**src/rtl/mult_arbiter.sv**
```systemverilog
// Round-robin arbiter sharing one fixed-latency external multiplier among N_REQ requesters.
// A {valid,id} tag travels alongside each operation and steers the result to its requester.
module mult_arbiter #(
    parameter int N_REQ = 3,
    parameter int LAT   = 11,
    parameter int W     = 51,
    localparam int PW   = (N_REQ > 1) ? $clog2(N_REQ) : 1,
    localparam int CW   = $clog2(LAT + 1)
) (
    input  logic               clk,
    input  logic               rst,
    input  logic [N_REQ-1:0]   req_valid,
    input  logic [N_REQ*W-1:0] req_a,
    input  logic [N_REQ*W-1:0] req_b,
    output logic [N_REQ-1:0]   req_ready,
    output logic [N_REQ-1:0]   resp_valid,
    output logic [2*W-1:0]     resp_data,
    output logic [W-1:0]       mul_a,
    output logic [W-1:0]       mul_b,
    input  logic [2*W-1:0]     mul_result,
    output logic [CW-1:0]      inflight
);

    logic [PW-1:0] rr_ptr;
    logic [PW-1:0] gnt_id;
    logic          hs;

    // vld_pipe[0] rides with the registered operands; stage k matches multiplier stage k-1,
    // so vld_pipe[LAT] is set exactly while mul_result carries that operation's product.
    logic [LAT:0]  vld_pipe;
    logic [PW-1:0] id_pipe [LAT:0];

    always_comb begin
        int idx;
        idx       = 0;
        req_ready = '0;
        gnt_id    = '0;
        hs        = 1'b0;
        for (int k = 0; k < N_REQ; k++) begin
            idx = (int'(rr_ptr) + k) % N_REQ;
            if (!hs && !rst && req_valid[idx]) begin
                hs     = 1'b1;
                gnt_id = PW'(idx);
            end
        end
        req_ready[gnt_id] = hs;
    end

    always_ff @(posedge clk) begin
        if (rst) begin
            rr_ptr     <= '0;
            vld_pipe   <= '0;
            resp_valid <= '0;
            resp_data  <= '0;
            mul_a      <= '0;
            mul_b      <= '0;
            inflight   <= '0;
        end else begin
            vld_pipe <= {vld_pipe[LAT-1:0], hs};
            if (hs) begin
                rr_ptr <= (gnt_id == PW'(N_REQ - 1)) ? '0 : gnt_id + PW'(1);
                mul_a  <= req_a[int'(gnt_id)*W +: W];
                mul_b  <= req_b[int'(gnt_id)*W +: W];
            end
            resp_valid <= '0;
            if (vld_pipe[LAT]) begin
                resp_valid[id_pipe[LAT]] <= 1'b1;
                resp_data                <= mul_result;
            end
            // An operation stops counting once its product emerges from the multiplier.
            case ({hs, vld_pipe[LAT-1]})
                2'b10:   inflight <= inflight + CW'(1);
                2'b01:   inflight <= inflight - CW'(1);
                default: inflight <= inflight;
            endcase
        end
    end

    always_ff @(posedge clk) begin
        id_pipe[0] <= gnt_id;
        for (int k = 1; k <= LAT; k++) id_pipe[k] <= id_pipe[k-1];
    end

endmodule
```
**config.mk**
```make
export PLATFORM = sky130hd
export DESIGN_NAME = mult_arbiter
export DESIGN_NICKNAME = d
export VERILOG_FILES = /design/src/rtl/mult_arbiter.sv
export SDC_FILE = /design/constraint.sdc
export NUM_CORES = 1
export LEC_CHECK = 0
export CAP_MARGIN = 25
export CORE_AREA = 10 10 235 237
export CTS_CLUSTER_DIAMETER = 50
export DETAILED_ROUTE_END_ITERATION = 8
export DIE_AREA = 0 0 245 247
export HOLD_SLACK_MARGIN = 0.02
export PLACE_DENSITY = 0.61
export SYNTH_ARGS = -nofsm -noshare
export SYNTH_HDL_FRONTEND = slang
export SYNTH_SLANG_ARGS = --single-unit
```
**constraint.sdc**
```tcl
create_clock -name clk -period 4.2 [get_ports clk]
set_input_delay 0.63 -clock clk [delete_from_list [all_inputs] [get_ports clk]]
set_output_delay 0.63 -clock clk [all_outputs]
set_load 0.005 [all_outputs]
```
Signal wires on met1:
Bar = 50 microns.
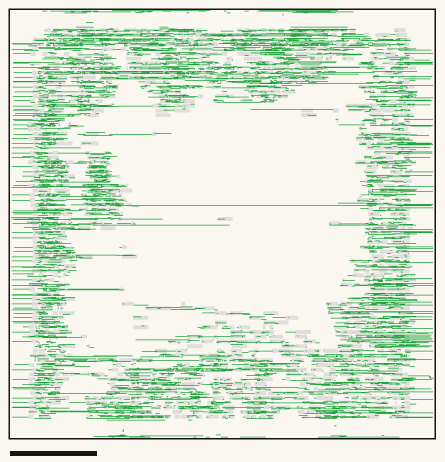
longest straight run = 147 microns
main direction = horizontal
nets with wire on the layer = 1938
wire length on this layer = 20.1 mm
share of all routed wire = 39%

Signal wires on met2:
Bar = 50 microns.
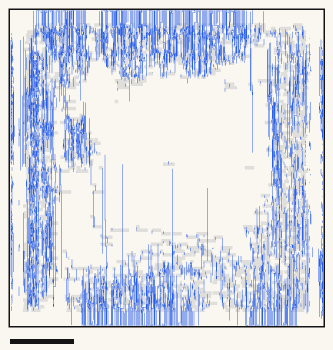
longest straight run = 102 microns
share of all routed wire = 49%
wire length on this layer = 25.4 mm
main direction = vertical
nets with wire on the layer = 1844

==> run_results.csv <==
group,metric,value,unit
synth,topCellsByArea,"dfxtp_1 (47%), mux2i_1 (10%), nand3_1 (7.8%)",
power,p_int,6.877,mW
final_layout,mostFrequentLayoutCell,"clkdlybuf4s50_1",
final_timing,fin_crit,3926,ps
route,postRouteAntennaNets,0,
final_timing,slew_headroom,33.27,%
run,warnings,31,
worst_setup_path,cp_max_fo,13,
route,wl,51.76,mm
grt,grt_pass1_wl,75.35,mm
worst_setup_path,cp.depth,9,
floorplanning,std_cell_rows,83,
final_layout,postLayoutCoreUtil,36.82,%
final_layout,fill_cells,5135,
final_timing,slew_viol_final,0,
final_timing,finalSetupViolCount,0,
final_layout,finalNetCount,2121,
final_layout,largest_register,"resp_data",
clocking,clockBufferDepth,3,
synth,ys_warn_count,0,
synth,synth_seq_share,47.41,%
grt,grt_max_degree,105,
final_timing,timing.final.hold_violations,0,
power,cellPowerDensity,576.8,mW/mm^2
synth,async_flop_share,0,%
worst_hold_path,holdCritPathClass,"reg -> reg",
floorplanning,coreArea,0.05068,sq mm
power,vdd_drop_max,0.3984,mV
floorplanning,initial_core_util,20.75,%
power,leakage,6.601,nW
run,cap_violations,0,
grt,grt_use_met1,18.14,%
grt,grtUsageTotal,15.94,%
synth,top_cell_area_share,47.41,%
final_layout,final_cell_area,0.01866,sq mm
power,pg_clk,3.10,mW
grt,overflow,0,
power,comb_power_share,41.3,%
worst_setup_path,startpoint,"rr_ptr[0]",
final_layout,num-multi-input-gates,720,
route,dr.first_iter.drc_count,642,
synth,ys_chip_area,0.01051,sq mm
clocking,cts.clk_slew.worst_paths,50,ps
synth,synth_cell_types,48,
final_layout,n_all_buffers,648,
clocking,tritoncts,"built",
synth,postSynthCellCount,1135,
final_timing,fin_tns_setup,0,ps
power,p_clk_share,28.8,%
power,p_sw,3.888,mW
final_timing,fin_ws,273.7,ps
final_timing,fmax,254.7,MHz
final_layout,sh_comb_area,26.29,%
final_layout,bufAreaShareNonClock,34.84,%
synth,synth-edff-count,0,
synth,synth_top_flop_cell,"dfxtp_1",
final_layout,ff_latch_area,0.004989,sq mm
power,total_power,10.76,mW
status,status,"finished clean",
final_timing,whs,316.4,ps
grt,use_met2,27.40,%
worst_setup_path,regToRegSetupSlack,880,ps
worst_setup_path,arrival,3300,ps
final_layout,non_clock_inverter_count,47,
worst_hold_path,hold_path_depth,0,
worst_setup_path,worstPathCellList,"inv_1 -> ha_2 -> a22oi_2 -> a21oi_1 -> or3_2 -> nand2b_2 -> buf_4 -> nor2_1 -> clkdlybuf4s50_1",
synth,synth.ff_latch_count,249,
power,power.group.top,"combinational cells",
grt,grt.busiest_layer,"met2",
clocking,cts_max_level,2,
worst_setup_path,rr_startpoint,"rr_ptr[0]",
worst_hold_path,hold_start,"id_pipe[1][1]",
place,pre_cts_slack,324.4,ps
worst_setup_path,path_buffers,3,
floorplanning,ios,627,
final_layout,area_growth,77.50,%
floorplanning,die_h,247,microns
worst_setup_path,cp.required,3570,ps
clocking,cts_setup_buffers,0,
clocking,cts_made_buffers,36,
power,comb-power,4.45,mW
synth,synth.avg_cell_area,9.263,sq um
grt,antenna_found_initial,0,
synth,synth_top_cell_by_area,"dfxtp_1",
worst_setup_path,max_stage_delay,530,ps
synth,synth_top_cell_by_count,"dfxtp_1",
route,vias,11540,
power,swShare,36.12,%
power,p_seq,3.22,mW
route,wl_per_cell,21.49,microns
final_layout,seq_area_share,26.73,%
floorplanning,die_w,245,microns
route,drcViolationCount,0,
floorplanning,die_area,0.06052,sq mm
final_layout,largest_reg_flops,102,
final_layout,largestRegisters,"resp_data x102, mul_a x51, mul_b x51",
final_layout,final_cells,2409,
power,power_frac_seq,29.9,%
grt,use_met3,5.406,%
worst_setup_path,crit_end,"req_ready[0]",
final_timing,rsz0062_at_grt,"no",
synth,yosys-top-cells-count,"dfxtp_1 (249), nor2_1 (169), nand3_1 (163)",
place,place.detailed.hpwl,38.41,mm
Metal 3:
Bar = 50 microns.
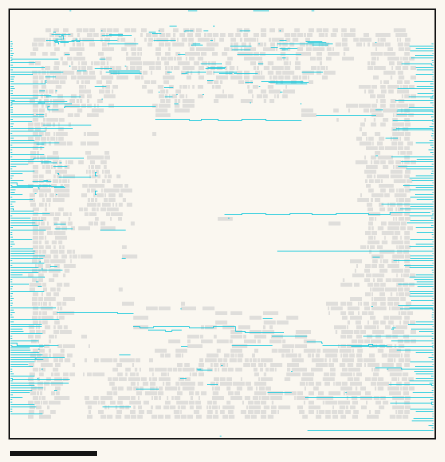
nets with wire on the layer = 398
share of all routed wire = 9.0%

per-layer routing:
layer | share of wire [%] | vias to the layer above
li1 | - | 5349
met1 | 39 | 5524
met2 | 49 | 588
met3 | 9.0 | 80
met4 | 3.0 | 0
met5 | 0 | -
logic make-up (layout without fill, tap and decap cells):
| family | count (synthesis) | in the layout | synth area share [%] |
|---|---|---|---|
| buf+inv | 166 | 760 | 6.533 |
| mux | 105 | 105 | 9.996 |
| compound gates | 234 | 234 | 18.78 |
| xor+xnor | 4 | 4 | 0.3332 |
| simple gates | 371 | 371 | 16.23 |
| fa+ha+maj | 6 | 6 | 0.7140 |
| flops | 249 | 249 | 47.41 |
timing repair:
action	4_1_cts	5_1_grt
endpoints found under the setup margin	0	1
resized	0	1
hold buffers	0	0
Power figures rest on the tool's default switching activity, not on a simulated workload.
